$ cat src/rtl/count_monitor_pkg.sv
// Purpose: shared state and step-class encodings for the count bus monitor.
// Latency: n/a (types and a pure helper function only).
// Backpressure: n/a.
//
// Contents: state_e (IDLE/ACQ/LOCK/FAULT), step_e (NONE/UP/DOWN/BAD),
// classify() mapping a (current, previous) sample pair onto a step class.
package count_monitor_pkg;

  typedef enum logic [1:0] {
    ST_IDLE  = 2'd0,
    ST_ACQ   = 2'd1,
    ST_LOCK  = 2'd2,
    ST_FAULT = 2'd3
  } state_e;

  typedef enum logic [1:0] {
    CLS_NONE = 2'd0,
    CLS_UP   = 2'd1,
    CLS_DOWN = 2'd2,
    CLS_BAD  = 2'd3
  } step_e;

  localparam logic [7:0] ERR_COUNT_MAX = 8'hFF;

  // Modulo-16 difference: +1 is up, -1 (15) is down, so both the F->0 and
  // 0->F wraps fall out naturally without special cases.
  function automatic step_e classify(input logic [3:0] cur, input logic [3:0] prv);
    logic [3:0] d;
    d = cur - prv;
    case (d)
      4'd0:    classify = CLS_NONE;
      4'd1:    classify = CLS_UP;
      4'd15:   classify = CLS_DOWN;
      default: classify = CLS_BAD;
    endcase
  endfunction

endpackage

$ cat src/rtl/count_monitor_if.sv
// Purpose: LED count bus plus monitor status, bundled between partition side and monitor.
// Latency: n/a (wires only).
// Backpressure: none; the count bus is free-running and the status is observe-only.
//
// Signals: count_in[3:0], decouple (driven by master); locked, dir_up,
// err_step, err_timeout, err_count[7:0] (driven by the monitor, slave side).
interface count_monitor_if;
  logic [3:0] count_in;
  logic       decouple;
  logic       locked;
  logic       dir_up;
  logic       err_step;
  logic       err_timeout;
  logic [7:0] err_count;

  modport master (
    output count_in, decouple,
    input  locked, dir_up, err_step, err_timeout, err_count
  );

  modport slave (
    input  count_in, decouple,
    output locked, dir_up, err_step, err_timeout, err_count
  );
endinterface

$ cat src/rtl/count_mon_timer.sv
// Purpose: interval counter between detected count changes, with period window checks.
// Latency: flags are combinational on the registered interval count.
// Backpressure: none.
//
// Ports: clk, rst (sync, active-high), clear (zero the interval), change (restart
// the interval), in_window / early / timeout (classification of the current interval).
module count_mon_timer #(
  parameter int unsigned TICK_CYCLES = 33554432,
  parameter int unsigned TOL         = 4
) (
  input  logic clk,
  input  logic rst,
  input  logic clear,
  input  logic change,
  output logic in_window,
  output logic early,
  output logic timeout
);

  localparam int unsigned CW    = $clog2(TICK_CYCLES + TOL + 2);
  localparam int unsigned LO_I  = TICK_CYCLES - TOL;
  localparam int unsigned HI_I  = TICK_CYCLES + TOL;
  localparam int unsigned LIM_I = TICK_CYCLES + TOL + 1;

  localparam logic [CW-1:0] LO  = LO_I[CW-1:0];
  localparam logic [CW-1:0] HI  = HI_I[CW-1:0];
  localparam logic [CW-1:0] LIM = LIM_I[CW-1:0];

  logic [CW-1:0] cnt_q, cnt_d;

  // The cycle a change is detected is counted as cycle 1 of the next
  // interval, so on the following detection cnt_q equals the true period.
  always_comb begin
    cnt_d = cnt_q;
    if (clear) begin
      cnt_d = '0;
    end else if (change) begin
      cnt_d = {{(CW-1){1'b0}}, 1'b1};
    end else if (cnt_q != LIM) begin
      cnt_d = cnt_q + {{(CW-1){1'b0}}, 1'b1};
    end
  end

  always_ff @(posedge clk) begin
    if (rst) cnt_q <= '0;
    else     cnt_q <= cnt_d;
  end

  assign in_window = (cnt_q >= LO) && (cnt_q <= HI);
  assign early     = (cnt_q < LO);
  // Saturation holds the count at LIM; only a quiet cycle there is a timeout.
  assign timeout   = !clear && !change && (cnt_q == LIM);

endmodule

$ cat src/rtl/count_monitor.sv
// Purpose: classify LED count bus steps, lock onto direction and period, flag faults.
// Latency: input change to state/outputs is two clock edges (sample, then evaluate).
// Backpressure: none; decouple freezes evaluation and masks errors, err_count is kept.
//
// Ports: clk, rst (sync, active-high); bus (count_monitor_if.slave) carrying
// count_in/decouple in and locked/dir_up/err_step/err_timeout/err_count out.
module count_monitor
  import count_monitor_pkg::*;
#(
  parameter int unsigned TICK_CYCLES = 33554432,
  parameter int unsigned TOL         = 4
) (
  input  logic                  clk,
  input  logic                  rst,
  count_monitor_if.slave        bus
);

  logic [3:0] s_q, s_d;
  logic [3:0] prev_q, prev_d;
  state_e     state_q, state_d;
  logic       dir_up_q, dir_up_d;
  logic       err_step_q, err_step_d;
  logic       err_timeout_q, err_timeout_d;
  logic [7:0] err_count_q, err_count_d;

  logic  change;
  step_e cls;
  logic  cls_valid;
  logic  cls_up;
  logic  same_dir;
  logic  in_window, early, timeout;

  assign change    = !bus.decouple && (s_q != prev_q);
  assign cls       = classify(s_q, prev_q);
  assign cls_valid = (cls == CLS_UP) || (cls == CLS_DOWN);
  assign cls_up    = (cls == CLS_UP);
  assign same_dir  = cls_valid && (cls_up == dir_up_q);

  count_mon_timer #(
    .TICK_CYCLES(TICK_CYCLES),
    .TOL        (TOL)
  ) u_timer (
    .clk      (clk),
    .rst      (rst),
    .clear    (bus.decouple),
    .change   (change),
    .in_window(in_window),
    .early    (early),
    .timeout  (timeout)
  );

  always_comb begin
    // While decoupled both stages track the bus so release sees no change.
    s_d           = bus.count_in;
    prev_d        = bus.decouple ? bus.count_in : s_q;
    state_d       = state_q;
    dir_up_d      = dir_up_q;
    err_step_d    = 1'b0;
    err_timeout_d = 1'b0;
    err_count_d   = err_count_q;

    // Counts the pulse already on the outputs, so it keeps counting even if
    // decouple rises right after a fault.
    if ((err_step_q || err_timeout_q) && (err_count_q != ERR_COUNT_MAX)) begin
      err_count_d = err_count_q + 8'd1;
    end

    if (bus.decouple) begin
      state_d = ST_IDLE;
    end else begin
      case (state_q)
        ST_IDLE: begin
          if (change && cls_valid) begin
            state_d  = ST_ACQ;
            dir_up_d = cls_up;
          end
        end
        ST_ACQ: begin
          if (change) begin
            if (same_dir && in_window) begin
              state_d = ST_LOCK;
            end else if (cls_valid && !same_dir) begin
              dir_up_d = cls_up;
            end else begin
              state_d = ST_IDLE;
            end
          end
        end
        ST_LOCK: begin
          if (change) begin
            if (!same_dir || early || !in_window) begin
              err_step_d = 1'b1;
              state_d    = ST_FAULT;
            end
          end else if (timeout) begin
            err_timeout_d = 1'b1;
            state_d       = ST_FAULT;
          end
        end
        default: ; // ST_FAULT is sticky until rst or decouple
      endcase
    end
  end

  always_ff @(posedge clk) begin
    if (rst) begin
      s_q           <= '0;
      prev_q        <= '0;
      state_q       <= ST_IDLE;
      dir_up_q      <= 1'b0;
      err_step_q    <= 1'b0;
      err_timeout_q <= 1'b0;
      err_count_q   <= '0;
    end else begin
      s_q           <= s_d;
      prev_q        <= prev_d;
      state_q       <= state_d;
      dir_up_q      <= dir_up_d;
      err_step_q    <= err_step_d;
      err_timeout_q <= err_timeout_d;
      err_count_q   <= err_count_d;
    end
  end

  assign bus.locked      = (state_q == ST_LOCK);
  assign bus.dir_up      = dir_up_q;
  assign bus.err_step    = err_step_q;
  assign bus.err_timeout = err_timeout_q;
  assign bus.err_count   = err_count_q;

endmodule

$ cat src/flat_wrapper.sv
// flat-port wrapper written by rule: the top's interface ports become plain ports
module count_monitor_flat import count_monitor_pkg::*;
#(
  parameter int unsigned TICK_CYCLES = 33554432,
  parameter int unsigned TOL         = 4
)
  (clk, rst, bus_count_in, bus_decouple, bus_locked, bus_dir_up, bus_err_step, bus_err_timeout, bus_err_count);
  count_monitor_if bus_i ();
  input  logic clk;
  input  logic rst;
  input wire logic [$bits(bus_i.count_in)-1:0] bus_count_in;
  input wire logic [$bits(bus_i.decouple)-1:0] bus_decouple;
  output wire logic [$bits(bus_i.locked)-1:0] bus_locked;
  output wire logic [$bits(bus_i.dir_up)-1:0] bus_dir_up;
  output wire logic [$bits(bus_i.err_step)-1:0] bus_err_step;
  output wire logic [$bits(bus_i.err_timeout)-1:0] bus_err_timeout;
  output wire logic [$bits(bus_i.err_count)-1:0] bus_err_count;
  assign bus_i.count_in = bus_count_in;
  assign bus_i.decouple = bus_decouple;
  assign bus_locked = bus_i.locked;
  assign bus_dir_up = bus_i.dir_up;
  assign bus_err_step = bus_i.err_step;
  assign bus_err_timeout = bus_i.err_timeout;
  assign bus_err_count = bus_i.err_count;
  count_monitor #(.TICK_CYCLES(TICK_CYCLES), .TOL(TOL)) u_core (.clk(clk), .rst(rst), .bus(bus_i));
endmodule
$ cat config.mk
export PLATFORM = sky130hd
export DESIGN_NAME = count_monitor_flat
export DESIGN_NICKNAME = d
export VERILOG_FILES = /design/src/rtl/count_monitor_pkg.sv /design/src/rtl/count_monitor_if.sv /design/src/rtl/count_mon_timer.sv /design/src/rtl/count_monitor.sv /design/src/flat_wrapper.sv
export SDC_FILE = /design/constraint.sdc
export NUM_CORES = 1
export LEC_CHECK = 0
export CORE_ASPECT_RATIO = 1.25
export CORE_MARGIN = 2
export CORE_UTILIZATION = 52
export DETAILED_ROUTE_END_ITERATION = 8
export PLACE_DENSITY = 0.71
export SYNTH_ARGS = -nofsm -noshare
export SYNTH_HDL_FRONTEND = slang
export SYNTH_SLANG_ARGS = --single-unit
$ cat constraint.sdc
create_clock -name clk -period 2.8 [get_ports clk]
set_input_delay 0.28 -clock clk [delete_from_list [all_inputs] [get_ports clk]]
set_output_delay 0.28 -clock clk [all_outputs]
set_load 0.01 [all_outputs]
M1 wires:
Cells faint in the background.
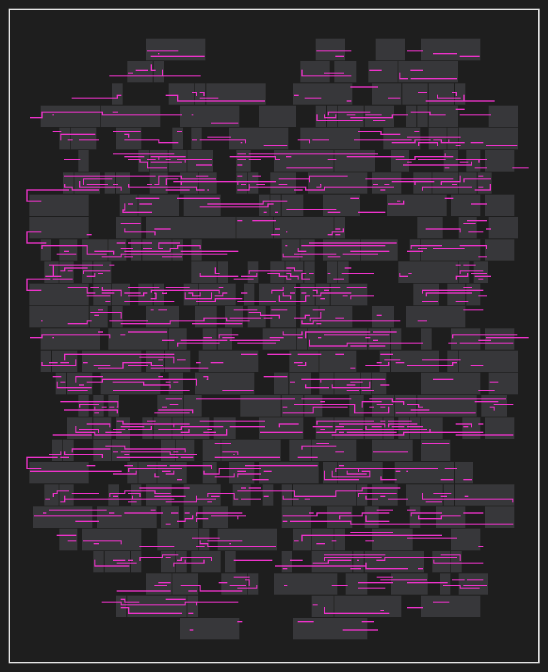
The layer carries 2120 µm of wire. The layer holds 43% of the routed length. The wires run mostly horizontal. 287 nets have wire on it.

Metal 2:
Bar = 20 µm.
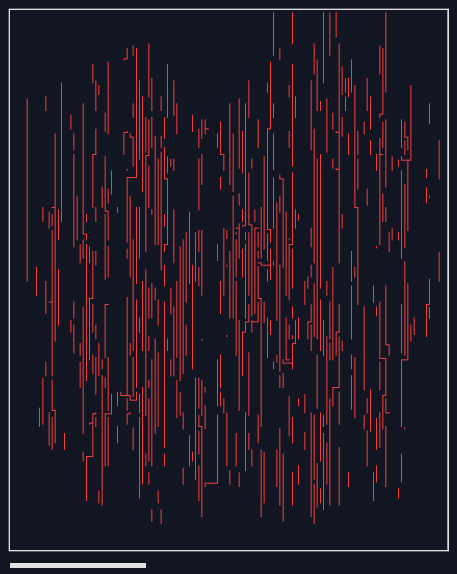
The layer carries 2580 µm of wire. 276 nets have wire on it. The longest straight run is 32.3 µm.

The metal 3 layer:
Bar = 20 µm.
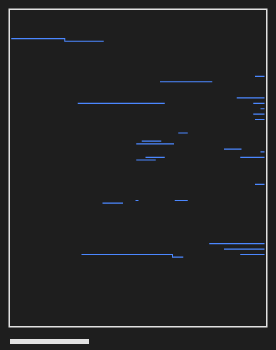
The wires run mostly horizontal. The longest straight run is 22.8 µm.
DR vias: 1982
GR Util met3: 0.0494
Detailed Route WL: 4970 µm

==> cells in the mapped netlist, types with 7 or more instances <==
master and instances:
sky130_fd_sc_hd__dfxtp_1 47, sky130_fd_sc_hd__a21oi_1 7, sky130_fd_sc_hd__nor2_1 42, sky130_fd_sc_hd__inv_1 13, sky130_fd_sc_hd__ha_1 13, sky130_fd_sc_hd__nand3_1 10, sky130_fd_sc_hd__nand4_1 14, sky130_fd_sc_hd__nand2_1 21
sky130_fd_sc_hd__xnor2_1 11, sky130_fd_sc_hd__o21ai_0 8, sky130_fd_sc_hd__xor2_1 21
==> cell usage in the layout (no fill, tap or decap), types with 7 or more instances in the layout <==
| cell | instances |
|---|---|
| sky130_fd_sc_hd__a21oi_1 | 7 |
| sky130_fd_sc_hd__xor2_1 | 21 |
| sky130_fd_sc_hd__inv_1 | 11 |
| sky130_fd_sc_hd__dfxtp_1 | 45 |
| sky130_fd_sc_hd__buf_4 | 10 |
| sky130_fd_sc_hd__nor2_1 | 42 |
| sky130_fd_sc_hd__nand3_1 | 10 |
| sky130_fd_sc_hd__ha_1 | 11 |
| sky130_fd_sc_hd__nand2_1 | 20 |
| sky130_fd_sc_hd__xnor2_1 | 10 |
| sky130_fd_sc_hd__nand4_1 | 14 |
| sky130_fd_sc_hd__clkdlybuf4s50_1 | 18 |
==> stage by stage <==
stage | utilization | instance area (µm²)
after floorplan | - | 2380
after global placement | 0.608 | 2670
after detailed placement | 0.608 | 2670
after CTS | 0.648 | 2850
after global routing | 0.653 | 2870
final | 0.653 | 2870
==> registers in the layout, indices dropped and copies added, names as in the netlist <==
| signal | cells |
|---|---|
| u_core.s_q | 4 |
| u_core.u_timer.cnt_q | 26 |
| u_core.state_q | 2 |
| u_core.bus.err_timeout | 1 |
| u_core.bus.dir_up | 1 |
| u_core.bus.err_count | 8 |
| u_core.prev_q | 4 |
| u_core.bus.err_step | 1 |
==> critical path, cell delays in order (launching register included) <==
cell,delay (ns)
sky130_fd_sc_hd__dfxtp_2,0.34
sky130_fd_sc_hd__inv_2,0.04
sky130_fd_sc_hd__ha_4,0.23
sky130_fd_sc_hd__nor2b_4,0.12
sky130_fd_sc_hd__o21ai_2,0.11
sky130_fd_sc_hd__nand2b_1,0.10
sky130_fd_sc_hd__xnor2_2,0.16
sky130_fd_sc_hd__nor4b_2,0.26
sky130_fd_sc_hd__ha_2,0.34
sky130_fd_sc_hd__inv_2,0.06
sky130_fd_sc_hd__o21ai_1,0.06
sky130_fd_sc_hd__or4_4,0.45
sky130_fd_sc_hd__o22a_1,0.23
sky130_fd_sc_hd__nand3_1,0.08
sky130_fd_sc_hd__and3_1,0.15
==> what timing repair did <==
| item | CTS | global route |
|---|---|---|
| resized | 12 | 6 |
| setup buffers | 2 | 0 |
| endpoints found under the setup margin | 2 | 3 |
| pin swaps | 5 | 4 |
==> cell type report <==
type                       count  area (µm²)  share of cell area
multi-input combinational    209        1430               0.498
sequential                    47         943               0.329
timing repair buffer          28         255              0.0890
clock buffer                   6        82.6              0.0288
tap                           58        72.6              0.0253
inverter                      13        48.8              0.0170
clock inverter                 2        35.0              0.0122
==> flow_metrics.env <==
# physical design summary
export IMPL_cts_htree_levels=2
export IMPL_power_top_group="sequential cells"
export IMPL_whs_path_depth=2
export IMPL_synthDominantAreaCellType="sky130_fd_sc_hd__dfxtp_1"
export IMPL_synth_top_cell_area_share=0.396
export IMPL_yosys_stat_seqShare=0.396
export IMPL_cts_max_path_buffers=2
export IMPL_drive_above_1_share=0.128
export IMPL_worstPathRequired_ns=3.06
export IMPL_total_switching_power_uw=296
export IMPL_min_to="u_core.u_timer.cnt_q[1]"
export IMPL_stdcell_count=363
export IMPL_synth_simple_gate_area_share=0.291
export IMPL_fa_ha_area_frac=0.0768
export IMPL_yosys_cell_types_count=36
export IMPL_number_of_nets_produced_by_synthesis=296
export IMPL_drt_iter0_drc=86
export IMPL_preCtsSetupSlack_ns=-0.214
export IMPL_mux_share=0.0252
export IMPL_pwr_share_seq=0.517
export IMPL_power_per_cell_area_nw_per_um2=461
export IMPL_dp_hpwl_um=3540
export IMPL_tritoncts_clock_tree="built"
export IMPL_top_cells_by_area="sky130_fd_sc_hd__dfxtp_1, sky130_fd_sc_hd__xor2_1, sky130_fd_sc_hd__ha_1"
export IMPL_die_h_um=79.6
export IMPL_synth_xor_xnor_area_share=0.118
export IMPL_finalSetupViolCount=0
export IMPL_detail_route_wl_per_cell_um=13.7
export IMPL_global_route_usage_total=0.220
export IMPL_clk_pin_slew_ns=0.09
export IMPL_syn_instance_count=275
export IMPL_power_leakage_nw=1.03
export IMPL_clk_latency_ns=0.31
export IMPL_num_antenna_cells=0
export IMPL_worst_ir_drop_vdd_mv=0.519
export IMPL_pg_clk_uw=517
export IMPL_met1Wirelength_um=2120
export IMPL_std_cell_rows=27
export IMPL_totalPowerFinal_mw=1.32
export IMPL_design_core_area_um2=4390
export IMPL_power_frac_clock=0.392
export IMPL_grt_antenna_before_repair=0
export IMPL_wl_met3_um=175
export IMPL_routed_wire_length_on_met2_um=2580
export IMPL_layout_filler_cells=391
export IMPL_setup_tns_final_ns=0
export IMPL_max_slew_worst_pin_slew_ns=0.564
export IMPL_topCombFamilyByArea="simple AND/OR/NAND/NOR gates"
export IMPL_path_class="reg -> reg"
export IMPL_gp_congestion=0.852
export IMPL_grt_overflow=0
export IMPL_critical_path_endpoint="u_core.state_q[0]"
export IMPL_synth_edff_count=0
export IMPL_outcome="finished, final reports clean"
export IMPL_power_report_internal_total_mw=1.02
export IMPL_cell_count_in_the_yosys_report=275
export IMPL_floorplan_io_pins=19
export IMPL_min_period_over_period=0.995
export IMPL_openroad_warnings=34
export IMPL_timing_reg2reg_setup_slack_ns=0.01
export IMPL_drt_antenna_violating_nets=0
export IMPL_ys_area_um2=2380
export IMPL_ys_sh_aoi=0.0631
export IMPL_cts_inserted_buffers=5
export IMPL_min_from="u_core.u_timer.cnt_q[1]"
export IMPL_fmax_mhz=359
export IMPL_area_growth_syn_to_layout_pct=20.5
export IMPL_final_period_minus_worst_setup_slack_ns=2.79
export IMPL_yosys_register_bits=47
export IMPL_use_met1=0.235
export IMPL_drt_first_pass_iters=4
export IMPL_rsz_0062_raised_after_global_routing="yes"
export IMPL_power_share_switching=0.224
export IMPL_core_util_floorplan=0.542
export IMPL_dp_cells=353
export IMPL_timing_hold_ws_ns=0.505
export IMPL_hold_path_class="reg -> reg"
export IMPL_max_fo_critical_path=3
export IMPL_globalRouteMet2Util=0.414
export IMPL_hold_buffers=0
export IMPL_cp_arrival_ns=3.05
export IMPL_cp_startpoint="u_core.prev_q[1]"
export IMPL_chip_area_um2=5130
export IMPL_timing_final_max_slew_violations=0
export IMPL_grt_pass1_wl_um=8740
export IMPL_reg2reg_depth=14
export IMPL_syn_avg_cell_area_um2=8.65
export IMPL_power_combinational_fraction=0.091
export IMPL_clock_root_buffer="sky130_fd_sc_hd__clkbuf_8"
export IMPL_timing_final_hold_violations=0
export IMPL_grt_max_degree=27
export IMPL_via_count_of_the_first_global_routing_pass=1940
export IMPL_synth_area_um2=2380
export IMPL_port_buffers=18
export IMPL_worst_slack_ns=0.0131
export IMPL_relSlewSlack=0.621
export IMPL_crit_reg2reg_launch="u_core.prev_q[1]"
export IMPL_die_width_um=64.5
export IMPL_power_combinational_uw=121
export IMPL_busiest_layer="met2"
export IMPL_nature_of_the_critical_path_startpoint="flop"
export IMPL_asyncSetResetFlopFracSynth=0
export IMPL_viasPerCell=5.46
export IMPL_tritoncts_num_sinks=47
export IMPL_pwr_group_sequential_uw=682
export IMPL_ys_warnings_count=0
export IMPL_postSynth_topFlopCell="sky130_fd_sc_hd__dfxtp_1"
export IMPL_critPathCaptureType="flop"
export IMPL_top_layer_used="met4"
export IMPL_num_nets_final=325
export IMPL_regToRegEndpoint="u_core.state_q[0]"
export IMPL_max_cap_violations=0
export IMPL_fin_skew_ns=0.0117
export IMPL_drc=0
